**config.mk**
```make
export PLATFORM = sky130hd
export DESIGN_NAME = rob_flush_ctrl
export DESIGN_NICKNAME = d
export VERILOG_FILES = /design/src/rtl/rob_flush_ctrl.sv
export SDC_FILE = /design/constraint.sdc
export NUM_CORES = 1
export LEC_CHECK = 0
export CORE_MARGIN = 4
export CORE_UTILIZATION = 47
export DETAILED_ROUTE_END_ITERATION = 10
export MAX_ROUTING_LAYER = met4
export PLACE_DENSITY = 0.79
export SYNTH_ARGS = -nofsm -noshare
export SYNTH_HDL_FRONTEND = slang
export SYNTH_SLANG_ARGS = --single-unit
```
**constraint.sdc**
```tcl
create_clock -name clk -period 3.61 [get_ports clk]
set_input_delay 0.361 -clock clk [delete_from_list [all_inputs] [get_ports clk]]
set_output_delay 0.361 -clock clk [all_outputs]
set_load 0.005 [all_outputs]
```
**src/rtl/rob_flush_ctrl.sv**
```systemverilog
// rob_flush_ctrl: ROB-side branch-misprediction flush controller.
// Captures a mispredicted branch tag, squashes younger ROB entries one per
// cycle (youngest first), then restores the ROB tail and redirects fetch.
// A newer broadcast for an older, still-unsquashed branch retargets an
// ongoing walk without squashing any entry twice.
// Optional build macro FLUSH_STATS_EN: enables the saturating completed-flush
// counter on flush_count; without it flush_count is tied to zero.
module rob_flush_ctrl #(
    parameter int ROB_DEPTH = 8,
    parameter int TAG_W     = 3
) (
    input  logic             clk,
    input  logic             reset,
    input  logic             branch_valid_output,
    input  logic [TAG_W-1:0] branch_broadcasted_tag,
    input  logic [TAG_W-1:0] rob_head,
    input  logic [TAG_W-1:0] rob_tail,
    input  logic [TAG_W:0]   rob_count,
    output logic             squash_valid,
    output logic [TAG_W-1:0] squash_tag,
    output logic             tail_restore_valid,
    output logic [TAG_W-1:0] tail_restore,
    output logic             redirect_valid,
    output logic [TAG_W-1:0] redirect_tag,
    output logic             stall_issue,
    output logic [15:0]      flush_count
);

    typedef enum logic [1:0] {
        ST_IDLE    = 2'd0,
        ST_WALK    = 2'd1,
        ST_RESTORE = 2'd2
    } state_e;

    localparam logic [TAG_W-1:0] TAG_ONE = TAG_W'(1);
    localparam logic [TAG_W:0]   DEPTH_L = (TAG_W+1)'(ROB_DEPTH);

    // Distance of a tag from the ROB head; arithmetic wraps at ROB_DEPTH.
    function automatic logic [TAG_W-1:0] tag_age(input logic [TAG_W-1:0] tag,
                                                 input logic [TAG_W-1:0] head);
        return tag - head;
    endfunction

    state_e           state_q, state_d;
    logic [TAG_W-1:0] target_q, target_d;
    logic [TAG_W-1:0] walk_ptr_q, walk_ptr_d;
    logic [TAG_W-1:0] head_q, head_d;

    logic             squash_valid_q, squash_valid_d;
    logic [TAG_W-1:0] squash_tag_q, squash_tag_d;
    logic             tail_restore_valid_q, tail_restore_valid_d;
    logic [TAG_W-1:0] tail_restore_q, tail_restore_d;
    logic             redirect_valid_q, redirect_valid_d;
    logic [TAG_W-1:0] redirect_tag_q, redirect_tag_d;
    logic             stall_issue_q, stall_issue_d;

    logic             in_flight_s;
    logic             older_than_target_s;
    logic [TAG_W-1:0] tail_minus_one_s;

    // A count above ROB_DEPTH is malformed; such a broadcast is ignored.
    assign in_flight_s = ({1'b0, tag_age(branch_broadcasted_tag, rob_head)} < rob_count)
                         && (rob_count <= DEPTH_L);
    // Older than the current target means every such entry is still unsquashed.
    assign older_than_target_s = tag_age(branch_broadcasted_tag, head_q)
                                 < tag_age(target_q, head_q);
    assign tail_minus_one_s    = rob_tail - TAG_ONE;

    // State and walk bookkeeping registers.
    always_ff @(posedge clk or posedge reset) begin
        if (reset) begin
            state_q    <= ST_IDLE;
            target_q   <= '0;
            walk_ptr_q <= '0;
            head_q     <= '0;
        end else begin
            state_q    <= state_d;
            target_q   <= target_d;
            walk_ptr_q <= walk_ptr_d;
            head_q     <= head_d;
        end
    end

    // Next-state logic: accept, walk, retarget on older broadcast, restore.
    always_comb begin
        state_d    = state_q;
        target_d   = target_q;
        walk_ptr_d = walk_ptr_q;
        head_d     = head_q;
        case (state_q)
            ST_IDLE: begin
                if (branch_valid_output && in_flight_s) begin
                    target_d   = branch_broadcasted_tag;
                    walk_ptr_d = tail_minus_one_s;
                    head_d     = rob_head;
                    if (branch_broadcasted_tag == tail_minus_one_s) begin
                        state_d = ST_RESTORE;
                    end else begin
                        state_d = ST_WALK;
                    end
                end else begin
                    state_d = ST_IDLE;
                end
            end
            ST_WALK: begin
                walk_ptr_d = walk_ptr_q - TAG_ONE;
                if (branch_valid_output && older_than_target_s) begin
                    // The new target is strictly older, so the walk cannot end here.
                    target_d = branch_broadcasted_tag;
                    state_d  = ST_WALK;
                end else if (walk_ptr_q == (target_q + TAG_ONE)) begin
                    state_d = ST_RESTORE;
                end else begin
                    state_d = ST_WALK;
                end
            end
            ST_RESTORE: begin
                state_d = ST_IDLE;
            end
            default: begin
                state_d = ST_IDLE;
            end
        endcase
    end

    // Output decode from the upcoming state so the strobes leave a register.
    always_comb begin
        squash_valid_d       = 1'b0;
        squash_tag_d         = '0;
        tail_restore_valid_d = 1'b0;
        tail_restore_d       = '0;
        redirect_valid_d     = 1'b0;
        redirect_tag_d       = '0;
        stall_issue_d        = 1'b0;
        case (state_d)
            ST_IDLE: begin
                stall_issue_d = 1'b0;
            end
            ST_WALK: begin
                squash_valid_d = 1'b1;
                squash_tag_d   = walk_ptr_d;
                stall_issue_d  = 1'b1;
            end
            ST_RESTORE: begin
                tail_restore_valid_d = 1'b1;
                tail_restore_d       = target_d + TAG_ONE;
                redirect_valid_d     = 1'b1;
                redirect_tag_d       = target_d;
                stall_issue_d        = 1'b1;
            end
            default: begin
                stall_issue_d = 1'b0;
            end
        endcase
    end

    // Output registers; reset drops every strobe immediately.
    always_ff @(posedge clk or posedge reset) begin
        if (reset) begin
            squash_valid_q       <= 1'b0;
            squash_tag_q         <= '0;
            tail_restore_valid_q <= 1'b0;
            tail_restore_q       <= '0;
            redirect_valid_q     <= 1'b0;
            redirect_tag_q       <= '0;
            stall_issue_q        <= 1'b0;
        end else begin
            squash_valid_q       <= squash_valid_d;
            squash_tag_q         <= squash_tag_d;
            tail_restore_valid_q <= tail_restore_valid_d;
            tail_restore_q       <= tail_restore_d;
            redirect_valid_q     <= redirect_valid_d;
            redirect_tag_q       <= redirect_tag_d;
            stall_issue_q        <= stall_issue_d;
        end
    end

    assign squash_valid       = squash_valid_q;
    assign squash_tag         = squash_tag_q;
    assign tail_restore_valid = tail_restore_valid_q;
    assign tail_restore       = tail_restore_q;
    assign redirect_valid     = redirect_valid_q;
    assign redirect_tag       = redirect_tag_q;
    assign stall_issue        = stall_issue_q;

`ifdef FLUSH_STATS_EN
    logic [15:0] flush_count_q;

    // Completed-flush counter: one per RESTORE cycle, saturating.
    always_ff @(posedge clk or posedge reset) begin
        if (reset) begin
            flush_count_q <= 16'h0000;
        end else if ((state_q == ST_RESTORE) && (flush_count_q != 16'hFFFF)) begin
            flush_count_q <= flush_count_q + 16'h0001;
        end else begin
            flush_count_q <= flush_count_q;
        end
    end

    assign flush_count = flush_count_q;
`else
    assign flush_count = 16'h0000;
`endif

endmodule
```
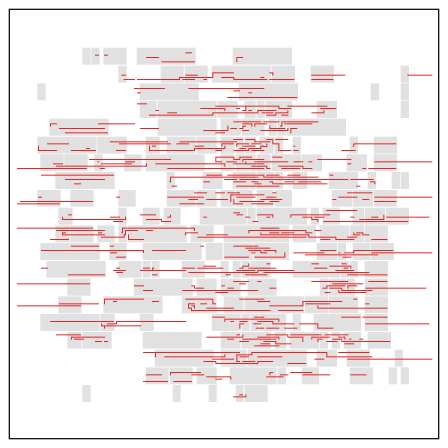
Figure 1: run 1, signal wires on met1.
share of all routed wire: 45%
nets with wire on the layer: 193
main direction: horizontal
wire length on this layer: 1400 um
routed vias: 1086
met1 GRT Util: 20.1%
final wirelength: 3120 um

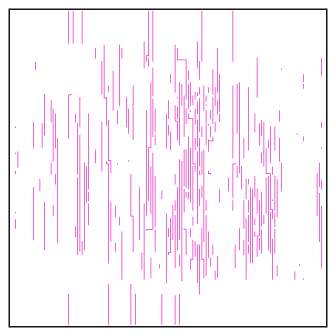
Figure 2: run 1, the metal 2 layer.
nets with wire on the layer: 196
longest straight run: 24.8 um
wire length on this layer: 1520 um
share of all routed wire: 49%
GRT met2 Usage: 26.0%

==> flow_metrics.tcl, run 1 <==
# implementation run metrics
set metrics [dict create \
    run_status "finished clean" \
    maxClockFrequency_mhz 296 \
    top_cell "dfrtp_1" \
    yosys_area_mm2 0.00156 \
    drive_gt1_share_pct 12.5 \
    diodes 0 \
    comb_share_pct 43.8 \
    num-clock-buffers 4 \
    mappedNetlistArea_mm2 0.00156 \
    global_route.usage.total_pct 15.9 \
    largest_combinational_cell_category_by_area "adder cells" \
    layout_skew_ns 0.00127 \
    cts_resized 0 \
    synth-cells-yosys 145 \
    clock_pin_slew_of_the_registers_on_the_worst_case_setup_and_hold_paths_ns 0.12 \
    combGateArea_um2 841 \
    clk_latency_ns 0.30 \
    flow.area_growth_from_synthesis_pct 23.3 \
    cts_max_level 1 \
    non_clock_buffer_area_share_pct 18.1 \
    finalHoldViolations 0 \
    yosysTopAreaCell "dfrtp_1" \
    tritoncts "built" \
    floorplan.die.height_um 65.6 \
    maxSlewHeadroom_pct 42.9 \
    routabilityCongestion 0.782 \
]
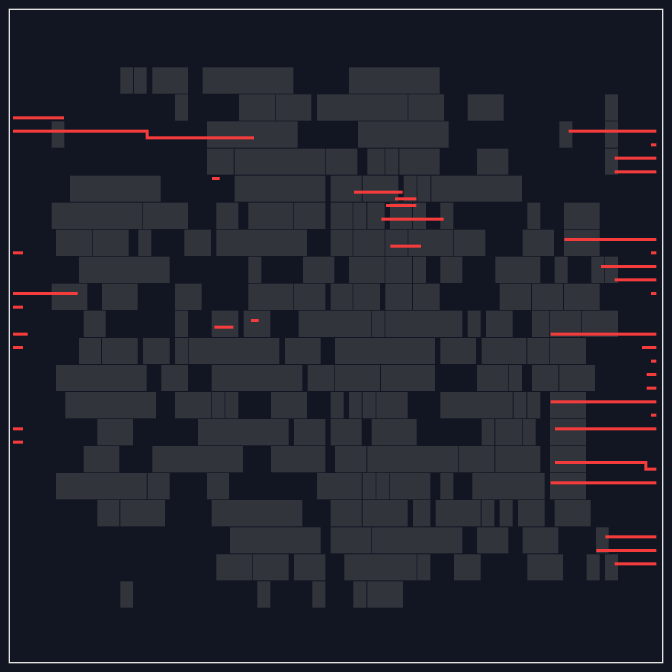
Figure 3: run 1, metal 3.
main direction: horizontal
wire length on this layer: 164 um
nets with wire on the layer: 37
share of all routed wire: 5.3%
longest straight run: 13.3 um
met3 usage in global routing: 2.91%

[run 1: flip-flops by register name, indices dropped and copies added (netlist names)]
signal	count
redirect_tag	3
head_q	3
target_q	3
squash_valid	1
walk_ptr_q	3
redirect_valid	1
tail_restore	3
squash_tag	3
stall_issue	1
state_q	2
[run 1: per-stage QoR]
step                power (W)  std cells  setup slack (ns)  area [um2]
floorplan             0.00112        160             0.519        1610
global placement      0.00135        223          -0.00893        1880
detailed placement    0.00140        223            -0.146        1880
CTS                   0.00153        227             0.172        1910
global route          0.00169        228           -0.0176        1920
finish                0.00154        228             0.237        1920
[run 1: routing by layer]
| layer | global-route usage, % | vias up |
|---|---|---|
| met3 | 2.91 | 4 |
| met2 | 26.0 | 43 |
| met4 | 4.66 | 0 |
| met5 | - | - |
| met1 | 20.1 | 521 |
| li1 | - | 518 |
Figure 4. Ports around the boundary (run 1).
Pins as bars across the die edge, other pins in gray.
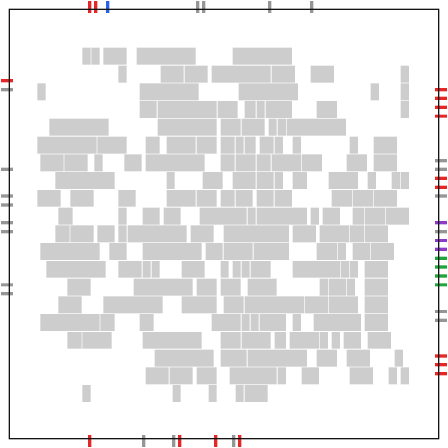

==> run 2, diff against run 1 <==
--- a/config.mk
+++ b/config.mk
@@ -6,10 +6,10 @@
 export NUM_CORES = 1
 export LEC_CHECK = 0
 export CORE_MARGIN = 4
-export CORE_UTILIZATION = 47
+export CORE_UTILIZATION = 30
 export DETAILED_ROUTE_END_ITERATION = 10
 export MAX_ROUTING_LAYER = met4
-export PLACE_DENSITY = 0.79
+export PLACE_DENSITY_LB_ADDON = 0.08
 export SYNTH_ARGS = -nofsm -noshare
 export SYNTH_HDL_FRONTEND = slang
 export SYNTH_SLANG_ARGS = --single-unit
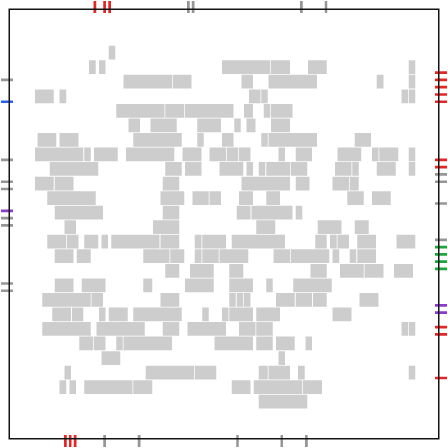
Figure 5: run 2, ports around the boundary.
Pins as bars across the die edge, other pins in gray.
[`branch_broadcasted_tag`] purple | pins: 3 | direction: input | edge: 2 right, 1 left
[`flush_count`] red | pins: 16 | direction: output | edge: 10 right, 3 top, 3 bottom
[`reset`] blue | pins: 1 | direction: input | edge: left
[`rob_count`] green | pins: 4 | direction: input | edge: right
all pins by edge: 20 right, 10 left, 8 bottom, 7 top
height of the die: 80.1 um
floorplan die width: 80.1 um
number of I/O port buffers: 28

==> flow_metrics.tcl, run 2 <==
# implementation run metrics
set metrics [dict create \
    arrival_ns 3.54 \
    cts_resized 0 \
    ys_warn_count 0 \
    maxClockFrequency_mhz 298 \
    yosys_area_mm2 0.00156 \
    layout_skew_ns 0.00461 \
    wl_um 3170 \
    route.vias.total 1054 \
    global_route.usage.total_pct 11.1 \
    clock_pin_slew_of_the_registers_on_the_worst_case_setup_and_hold_paths_ns 0.08 \
    grt_pass1_vias 1139 \
    maxSlewHeadroom_pct 40.5 \
    finalWorstSetupSlack_ns 0.259 \
    run_status "finished clean" \
    cts_max_level 1 \
    total_power_w 0.00156 \
    diodes 0 \
    yosysTopAreaCell "dfrtp_1" \
    p_int_w 0.000937 \
    post-place-ws_ns -0.145 \
    clk_latency_ns 0.26 \
    top_cell "dfrtp_1" \
    dpl.cell_count 246 \
    tritoncts "built" \
    finalHoldViolations 0 \
]
-- run 2: cell counts after synthesis --
No cell type changed its count.
-- run 2: routing by layer --
metal	up-vias	track usage, %	routed length, um
met5	-	-	0
met4	0	4.05	41
met3	4	2.02	172
met2	34	17.5	1430
met1	498	14.1	1530
li1	518	-	-
-- run 2: per-stage QoR --
stage	area (um2)	utilization, %
finish	1970	40.4
global route	1970	40.4
CTS	1960	40.1
detailed placement	1910	39.2
global placement	1910	39.2
floorplan	1610	-
-- run 2: cell type report --
cell class | instances | area (um2) | area share (%)
inverter | 20 | 75.1 | 3.81
sequential | 23 | 576 | 29.2
timing repair buffer | 36 | 340 | 17.3
clock inverter | 1 | 5.00 | 0.254
clock buffer | 3 | 41.3 | 2.10
tap | 67 | 83.8 | 4.26
multi-input combinational | 100 | 848 | 43.1
Power and IR drop assume default switching activity.
